### Supply network

Pins as bars on the die edge.
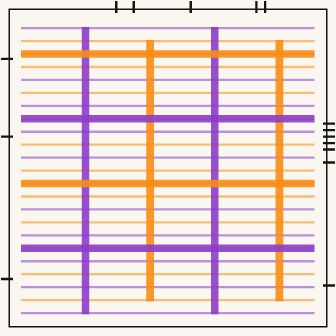
### Placed cells, one color a class

Bar = 20 µm.
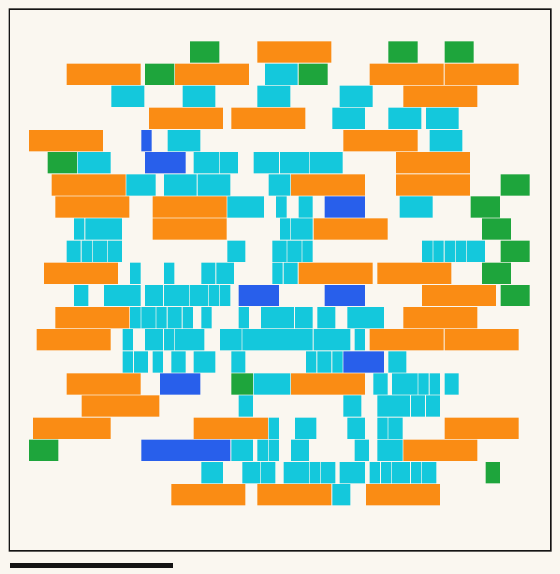
### Clock wires, drivers and flops

Bar = 20 µm.
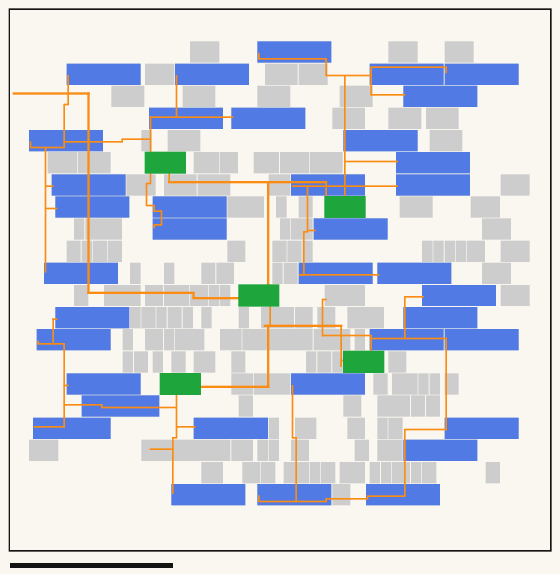
### Routed metal, one color a layer

Two of the layers only.
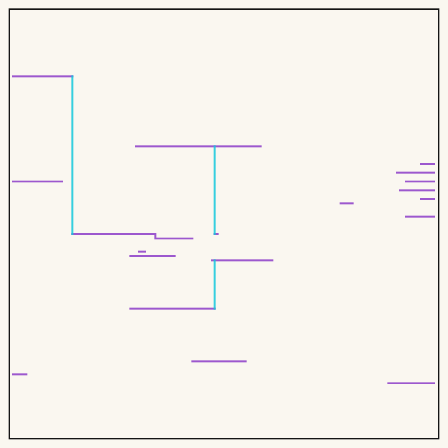
### Clock routing

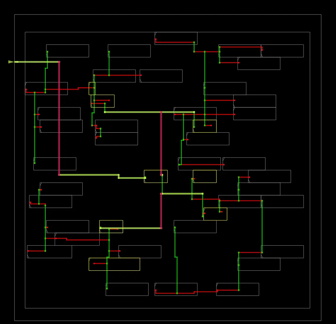
[src/rtl/uart_rx.sv]
`timescale 1ns/1ps
`default_nettype none
// ============================================================================
// Module   : uart_rx
// Purpose  : 8N1 UART receiver, centre-sampled, single-entry valid/ready output
// Revision : 1.0
// ============================================================================
module uart_rx #(
    parameter int CLKS_PER_BIT = 434,
    parameter int HALF_BIT     = CLKS_PER_BIT / 2
) (
    input  logic       clk_50M,
    input  logic       rst_n,
    input  logic       rx,
    output logic [7:0] rx_data,
    output logic       rx_valid,
    input  logic       rx_ready,
    output logic       frame_err,
    output logic       overrun
);

    localparam int CNT_W = $clog2(CLKS_PER_BIT);
    localparam logic [CNT_W-1:0] BIT_LAST  = CNT_W'(CLKS_PER_BIT - 1);
    localparam logic [CNT_W-1:0] HALF_LAST = CNT_W'(HALF_BIT - 1);

    typedef enum logic [2:0] {
        IDLE      = 3'd0,
        START     = 3'd1,
        DATA      = 3'd2,
        STOP      = 3'd3,
        WAIT_HIGH = 3'd4
    } state_t;

    state_t           state, state_next;
    logic [CNT_W-1:0] cnt, cnt_next;
    logic [2:0]       idx, idx_next;
    logic [7:0]       shift, shift_next;
    logic             rx_meta, rx_s;
    logic             done, done_next;
    logic             ferr_next;
    logic             bit_end;

    assign bit_end = (cnt == BIT_LAST);

    always_ff @(posedge clk_50M or negedge rst_n) begin
        if (!rst_n) begin
            rx_meta <= 1'b1;
            rx_s    <= 1'b1;
        end else begin
            rx_meta <= rx;
            rx_s    <= rx_meta;
        end
    end

    always_ff @(posedge clk_50M or negedge rst_n) begin
        if (!rst_n) begin
            state     <= IDLE;
            cnt       <= '0;
            idx       <= 3'd0;
            shift     <= 8'h00;
            done      <= 1'b0;
            frame_err <= 1'b0;
        end else begin
            state     <= state_next;
            cnt       <= cnt_next;
            idx       <= idx_next;
            shift     <= shift_next;
            done      <= done_next;
            frame_err <= ferr_next;
        end
    end

    always_comb begin
        state_next = state;
        cnt_next   = cnt;
        idx_next   = idx;
        shift_next = shift;
        done_next  = 1'b0;
        ferr_next  = 1'b0;
        case (state)
            IDLE: begin
                cnt_next = '0;
                if (!rx_s) state_next = START;
            end
            START: begin
                if (cnt == HALF_LAST) begin
                    cnt_next   = '0;
                    idx_next   = 3'd0;
                    state_next = rx_s ? IDLE : DATA;
                end else begin
                    cnt_next = cnt + 1'b1;
                end
            end
            DATA: begin
                if (bit_end) begin
                    cnt_next        = '0;
                    shift_next[idx] = rx_s;
                    if (idx == 3'd7) state_next = STOP;
                    else             idx_next   = idx + 3'd1;
                end else begin
                    cnt_next = cnt + 1'b1;
                end
            end
            STOP: begin
                if (bit_end) begin
                    cnt_next = '0;
                    if (rx_s) begin
                        done_next  = 1'b1;
                        state_next = IDLE;
                    end else begin
                        ferr_next  = 1'b1;
                        state_next = WAIT_HIGH;
                    end
                end else begin
                    cnt_next = cnt + 1'b1;
                end
            end
            WAIT_HIGH: begin
                // a held-low break must produce only the one frame error
                cnt_next = '0;
                if (rx_s) state_next = IDLE;
            end
            default: state_next = IDLE;
        endcase
    end

    // shift stays untouched while done is high, so it is safe to load here
    always_ff @(posedge clk_50M or negedge rst_n) begin
        if (!rst_n) begin
            rx_data  <= 8'h00;
            rx_valid <= 1'b0;
            overrun  <= 1'b0;
        end else begin
            overrun <= 1'b0;
            if (done) begin
                if (!rx_valid || rx_ready) begin
                    rx_data  <= shift;
                    rx_valid <= 1'b1;
                end else begin
                    overrun <= 1'b1;
                end
            end else if (rx_valid && rx_ready) begin
                rx_valid <= 1'b0;
            end
        end
    end

endmodule
`default_nettype wire

[config.mk]
export PLATFORM = sky130hd
export DESIGN_NAME = uart_rx
export DESIGN_NICKNAME = d
export VERILOG_FILES = /design/src/rtl/uart_rx.sv
export SDC_FILE = /design/constraint.sdc
export NUM_CORES = 1
export LEC_CHECK = 0
export CAP_MARGIN = 20
export CORE_MARGIN = 2
export CORE_UTILIZATION = 45
export DETAILED_ROUTE_END_ITERATION = 8
export SYNTH_ARGS = -nofsm -noshare
export SYNTH_HDL_FRONTEND = slang
export SYNTH_SLANG_ARGS = --single-unit
[constraint.sdc]
create_clock -name clk_50M -period 2.7 [get_ports clk_50M]
set_input_delay 0.405 -clock clk_50M [delete_from_list [all_inputs] [get_ports clk_50M]]
set_output_delay 0.405 -clock clk_50M [all_outputs]
set_load 0.01 [all_outputs]
==> results.ini <==
[worst_setup_path]
path_max_fanout = 4
cpMaxStageDelayCell = or4_4
reg2reg_depth = 7
r2r_start = cnt[1]$_DFFE_PN0P_

[final_timing]
min_period_over_period_pct = 80.5
tightest_slew_ns = 0.800
finalSetupViolCount = 0
fin_crit_ns = 2.17

[detailed_routing]
ant_nets = 0
avgViaCountPerCell = 5.31
drc = 0

[finish]
area_growth_syn_to_layout_pct = 16.7
final_cell_mix = 35 x dfrtp_1, 16 x nor2_1, 15 x mux2_2
finalNetCount = 186
comb_area_um2 = 764

[global_route]
grt_pass1_wl_um = 5340
overflow = 0

[outcome]
outcome = finished, final reports clean

[yosys]
top_area_share_pct = 50.0
ys_warn_count = 0
synth_adder_area_share_pct = 3.57
fp_nets = 170
mux_share_pct = 10.2
ys_cells = 161
synth.distinct_cells = 42
edf_count = 0
syn_area_um2 = 1750
ys_async_sr_fraction_pct = 100
syn_area_per_cell_um2 = 10.9

[clock_network]
cts_hold_buf = 0
cts_setup_buffers = 0

[place]
hpwl_um = 2220
dpl-instance-area_um2 = 1930

[pwr]
power.density_nw_per_um2 = 520

[run]
tool_warnings = 28

[floorplan]
initCoreUtil_pct = 47.5

About 'Supply network':
color	net
purple	VSS
orange	VDD
met4 straps	4
rows	22
met1 rails	23
met5 straps	4

About 'Placed cells, one color a class':
color	class	cells	share of their area
cyan	remaining logic cells	118	40%
green	remaining buffers and delay cells	15	7.2%
orange	registers	37	47%
blue	clock drivers and dummy loads	8	5.9%

About 'Clock wires, drivers and flops':
[green] clock-net drivers | count: 5
[blue] flip-flops | count: 37
[orange] clock wires | length: 450 µm
routed clock nets	6
Clk. pwr: 488 µW
Clock Skew: 0.0105 ns

About 'Routed metal, one color a layer':
color	layer	wire length
cyan	M4	45.6 µm
purple	M3	129 µm
Post-Route WL: 3110 µm
gr usage total: 16.3%
drt wl/cell: 13.8 µm
Vias: 1200

About 'Clock routing':
Seq cells: 37
Clock Latency Late Sink: 0.29 ns
clock buffers: 7
clock sink total: 37

flip-flops by register name (all words and copies together), names as in the netlist:
| name | cells |
|---|---|
| shift | 8 |
| rx_data | 8 |
| idx | 3 |
| overrun | 1 |
| rx_valid | 1 |
| frame_err | 1 |
| rx_meta | 1 |
| done | 1 |
| rx_s | 1 |
| state | 3 |
| cnt | 9 |
worst max path at each step:
stage,from,end,slack [ns],cells past startpoint
after global routing,cnt[1]$_DFFE_PN0P_,shift[7]$_DFFE_PN0P_,0.34,7
after global placement,cnt[1]$_DFFE_PN0P_,shift[1]$_DFFE_PN0P_,0.60,7
after detailed placement,cnt[1]$_DFFE_PN0P_,shift[5]$_DFFE_PN0P_,0.53,7
final,cnt[1]$_DFFE_PN0P_,shift[1]$_DFFE_PN0P_,0.53,7
after floorplan,cnt[1]$_DFFE_PN0P_,shift[1]$_DFFE_PN0P_,0.65,7
after CTS,cnt[1]$_DFFE_PN0P_,shift[1]$_DFFE_PN0P_,0.52,7
logic make-up (layout without fill, tap and decap cells):
logic type	count (synthesis)	in the layout
flops	37	37
mux	16	16
simple gates	64	64
compound gates	21	21
xor+xnor	4	4
fa+ha+maj	5	5
buf+inv	14	31
per-layer routing:
layer	GRT usage, %	wire length, µm
met5	0	0
met4	6.12	45
met3	5.28	128
met2	24.9	1420
met1	21.6	1520
final cells by class:
class	count	share of cell area [%]
multi-input cells	110	37.4
well taps	48	2.94
clock inverters	1	1.47
inverters	8	1.47
flip-flops and latches	37	45.5
clock buffers	7	4.23
repair buffers	15	6.99
through the flow:
stage          power, µW  std cells
6_report            1060        226
5_1_grt             1100        226
4_1_cts             1080        226
3_5_place_dp         586        218
3_3_place_gp         586        218
2_1_floorplan        571        161
Power figures rest on the tool's default switching activity, not on a simulated workload.
